$ cat src/rtl/seq_booth_multi.sv
// Radix-2 Booth sequential multiplier, unsigned or signed; fixed DP_WIDTH+1 cycle latency.
// start is ignored while busy; the result holds in DONE until the next accepted start.
module seq_booth_multi #(
  parameter int DP_WIDTH = 8
) (
  input  logic                    clk,
  input  logic                    reset,
  input  logic                    start,
  input  logic                    signed_mode,
  input  logic [DP_WIDTH-1:0]     multiplier,
  input  logic [DP_WIDTH-1:0]     multiplicand,
  output logic [2*DP_WIDTH-1:0]   product,
  output logic                    ready,
  output logic                    busy
);

  localparam int W  = DP_WIDTH;
  localparam int CW = $clog2(W + 1);

  typedef enum logic [1:0] {IDLE, RUN, DONE} state_t;

  state_t          state;
  logic [W+1:0]    acc;
  logic [W:0]      q;
  logic            q_1;
  logic [W+1:0]    mcand;
  logic [CW-1:0]   cnt;
  logic [W+1:0]    acc_sum;
  logic [2*W+3:0]  shifted;

  always_comb begin
    acc_sum = acc;
    case ({q[0], q_1})
      2'b01:   acc_sum = acc + mcand;
      2'b10:   acc_sum = acc - mcand;
      default: acc_sum = acc;
    endcase
  end

  // {acc, q, q_1} shifted right arithmetically; the old q_1 falls off the bottom.
  assign shifted = {acc_sum[W+1], acc_sum, q};

  always_ff @(posedge clk) begin
    if (reset) begin
      state   <= IDLE;
      acc     <= '0;
      q       <= '0;
      q_1     <= 1'b0;
      mcand   <= '0;
      cnt     <= '0;
      product <= '0;
      ready   <= 1'b0;
      busy    <= 1'b0;
    end else begin
      case (state)
        IDLE, DONE: begin
          if (start) begin
            acc   <= '0;
            q     <= {signed_mode & multiplier[W-1], multiplier};
            q_1   <= 1'b0;
            mcand <= signed_mode ? {{2{multiplicand[W-1]}}, multiplicand}
                                 : {2'b00, multiplicand};
            cnt   <= '0;
            ready <= 1'b0;
            busy  <= 1'b1;
            state <= RUN;
          end
        end
        RUN: begin
          acc <= shifted[2*W+3:W+2];
          q   <= shifted[W+1:1];
          q_1 <= shifted[0];
          if (cnt == CW'(W)) begin
            product <= shifted[2*W:1];
            ready   <= 1'b1;
            busy    <= 1'b0;
            state   <= DONE;
          end else begin
            cnt <= cnt + 1'b1;
          end
        end
        default: begin
          state <= IDLE;
          ready <= 1'b0;
          busy  <= 1'b0;
        end
      endcase
    end
  end

endmodule

$ cat config.mk
export PLATFORM = sky130hd
export DESIGN_NAME = seq_booth_multi
export DESIGN_NICKNAME = d
export VERILOG_FILES = /design/src/rtl/seq_booth_multi.sv
export SDC_FILE = /design/constraint.sdc
export NUM_CORES = 1
export LEC_CHECK = 0
export CORE_MARGIN = 3
export CORE_UTILIZATION = 30
export DETAILED_ROUTE_END_ITERATION = 12
export PLACE_DENSITY = 0.53
export SETUP_SLACK_MARGIN = 0.2
export SLEW_MARGIN = 10
export SYNTH_ARGS = -nofsm -noshare
export SYNTH_HDL_FRONTEND = slang
export SYNTH_SLANG_ARGS = --single-unit
$ cat constraint.sdc
create_clock -name clk -period 3.72 [get_ports clk]
set_input_delay 0.558 -clock clk [delete_from_list [all_inputs] [get_ports clk]]
set_output_delay 0.558 -clock clk [all_outputs]
set_load 0.05 [all_outputs]
**Run 1: placement density heat map**

(4 px per µm) 10 x 10 tiles, from white (low) to dark blue (high), 0 to 100% covered.
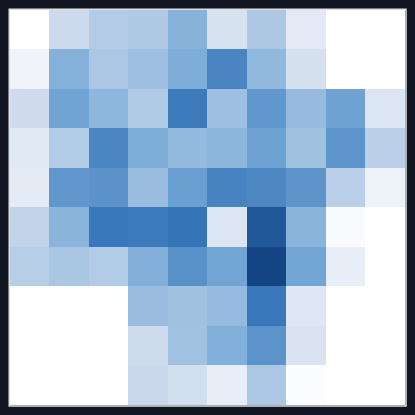
- densest ninth of the die: center
- mean over tiles: 31%
- nearly empty tiles: 22%
- tiles over 75% full: 2.0%
- fullest tile: 91%
- emptiest ninth of the die: south-west
starting density of the core: 0.311
CORE AREA: 0.00830 mm²
Util after Layout: 0.382

**Run 1: the metal 1 layer**

(3 px per µm) Supply wires on this layer in gray.
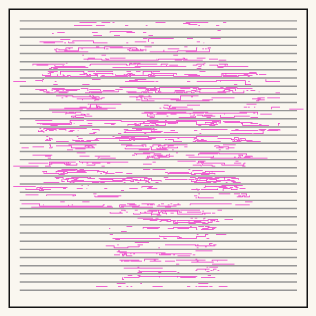
- longest straight run: 27.1 µm
- nets with wire on the layer: 366
- main direction: horizontal

**Run 1: the metal 3 layer**

(4 px per µm)
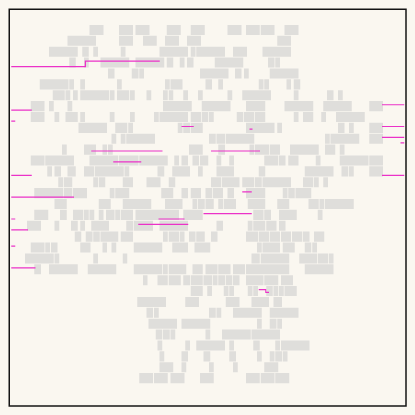
- wire length on this layer: 171 µm
- longest straight run: 18.4 µm
- main direction: horizontal
M3 GR Usage: 0.0248
DR vias: 2291
WL final: 6160 µm

==> run notes, run 1 <==
yosys + openroad results -> status finished, final reports clean, post-CTS resize count 0, CP max FO 10, Seq share, synth 0.395, clk_skew 0.00885 ns, Gate Area 0.00146 mm², pin count of the biggest net entering global routing 38, most flop-heavy register product, worst slack, placed 0.868 ns, reg-to-reg endpoint acc[8], synthesized area 0.00258 mm², tool warning count 27, CP delay by family, top multiplexers, MUX area fraction 0.0165, # nets final 391, Top cells excl fill/tap nand2_1 (66), dfxtp_1 (51), nor2_1 (38), CP peak stage delay 0.39 ns, critical path type flip-flop to flip-flop, CP Launch Type flip-flop, final slew viol count 0
==> inputs of run 2 (changes only) <==
Settings changed: PLACE_DENSITY 0.53 to 0.55.
Clock period 3.72 ns to 2.4 ns, I/O delays scaled along.
**Run 2: the clock network**

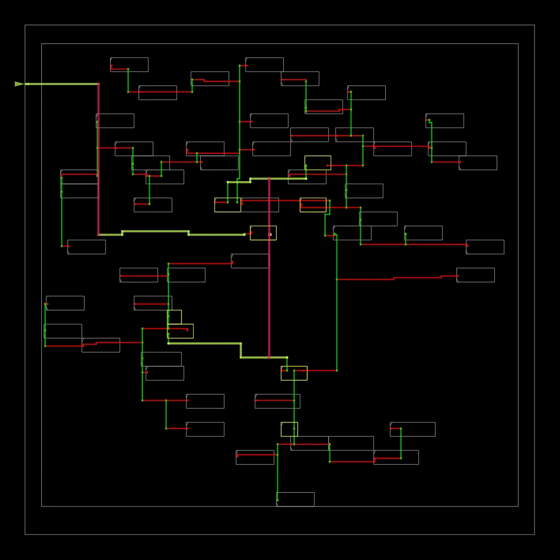
Clock Power: 550 µW
total CTS buffers: 5
clk_lat worst skew: 0.31 ns
clk sink count: 51

==> run 2 against run 1 <==
  * The flow now finishes with violations (setup timing)
  * Non-clock buffer count increased by 34
  * Cell count increased by 7.3%
  * Worst setup slack got worse by 0.93 ns
  * Synthesized cell count unchanged
  * Register-to-register slack got worse by 0.93 ns
  * Via count increased by 6.4%
  * Clock power increased by 22%
  * Sequential share of layout area decreased by 3.0 points
  * Critical endpoint unchanged
==> run notes, run 2 <==
yosys + openroad results -> worst slack, placed -0.200 ns (-1.07 ns), post-CTS resize count 21 (+21), tool warning count 30 (+11%), MUX area fraction 0.0165 (unchanged), most flop-heavy register product, CP max FO 4 (-6), Seq share, synth 0.395 (unchanged), comb pwr 717 µW, failing checks setup timing, CP peak stage delay 0.37 ns (-0.02 ns), Util after Layout 0.428 (+0.0454), Fillers 871, critical path type flip-flop to flip-flop, FF-to-FF Start mcand[0], Top cells excl fill/tap nand2_1 (65), dfxtp_1 (46), nor2_1 (36), clkdlybuf4s50_1 (36), buf_4 (36), clkbuf count 6, Synth warnings 0, CORE AREA 0.00830 mm² (unchanged), r2r setup slk -0.05 ns, # nets final 425 (+8.7%), top cell category multi-input combinational cells, wire length per cell after detailed routing 13.2 µm, WL final 6580 µm (+6.7%), CP Launch Type flip-flop, leak pwr 0.00134 µW, Netlist cell types 40, endpoints failing setup 4, pin count of the biggest net entering global routing 35 (-7.9%), fin cells 497, area fraction in compound gates 0.207, reg-to-reg endpoint acc[8], DR vias 2437 (+6.4%), crit end category flip-flop, largest family of logic cells by area simple AND/OR/NAND/NOR gates, synthesized area 0.00258 mm² (unchanged), final slew viol count 0 (unchanged), max frequency 408 MHz, status complete, but fails checks, Final WS setup -0.0534 ns, CP delay by family, top simple AND/OR/NAND/NOR gates, #MultiIn Comb 250, clk_skew 0.0133 ns (+0.00443 ns), Top Usage Layer GRT met2, Gate Area 0.00159 mm² (+9.0%), M3 GR Usage 0.0241 (-0.000708), PortBufs 37, first-pass GRT wire length 11100 µm, starting density of the core 0.311 (unchanged), Slew HR 0.517, Synth area leader dfxtp_1
==> inputs of run 3 (changes only) <==
Settings changed: CORE_UTILIZATION 30 to 49, PLACE_DENSITY 0.55 to unset, PLACE_DENSITY_LB_ADDON set to 0.05.
**Run 3: the clock network**

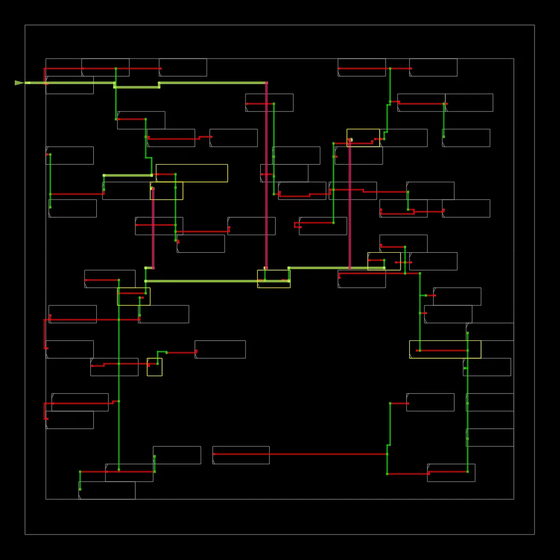
seq_cells: 51
clkbuf count: 5

==> run 3 against run 2 <==
  * The flow still finishes with violations (setup timing)
  * Total power up 14%
  * Clock skew shrank 0.0086 ns
  * Clock-buffer cell count decreased by 1
  * Cell count shrank 4.8%
  * Register-to-register slack got worse by 0.09 ns
  * Global-route usage grew 8.2 points
  * Hold slack got worse by 0.0017 ns
  * Combinational power grew about 20%
  * Flip-flop count unchanged
  * Die area down 37%
  * Critical path type unchanged
  * Highest routed layer unchanged
  * Routed wire length rose by 2.0%
  * Utilization up 33 points
==> run notes, run 3 <==
yosys + openroad results -> status complete, but fails checks, failing checks setup timing, Top cells excl fill/tap nand2_1 (64), dfxtp_1 (45), buf_4 (44), # nets final 439 (+3.3%), reg-to-reg endpoint acc[7], Final WS setup -0.148 ns (-0.0948 ns), Top Usage Layer GRT met2, DR vias 2510 (+3.0%), Slew HR 0.579 (+0.0616), r2r setup slk -0.15 ns (-0.09 ns), max frequency 392 MHz (-3.7%), leak pwr 0.00145 µW (+7.9%), CORE AREA 0.00491 mm² (-41%), CP max FO 3 (-1), tool warning count 30 (unchanged), crit end category flip-flop, Gate Area 0.00167 mm² (+4.6%), Util after Layout 0.762 (+0.334), post-CTS resize count 21 (unchanged), worst slack, placed -0.267 ns (-0.0674 ns), final slew viol count 0 (unchanged), Synth area leader dfxtp_1, fin cells 473 (-4.8%), clk_skew 0.00469 ns (-0.00859 ns), critical path type flip-flop to flip-flop, Seq share, synth 0.395 (unchanged), most flop-heavy register product, first-pass GRT wire length 11000 µm (-1.4%), clk sink count 51 (unchanged), WL final 6710 µm (+2.0%), CP peak stage delay 0.39 ns (+0.02 ns), #MultiIn Comb 250 (unchanged), total CTS buffers 5 (unchanged), endpoints failing setup 2 (-2), Synth warnings 0 (unchanged), FF-to-FF Start mcand[0], PortBufs 37 (unchanged), starting density of the core 0.526 (+0.215)
Power is estimated from default activity; no workload was simulated.
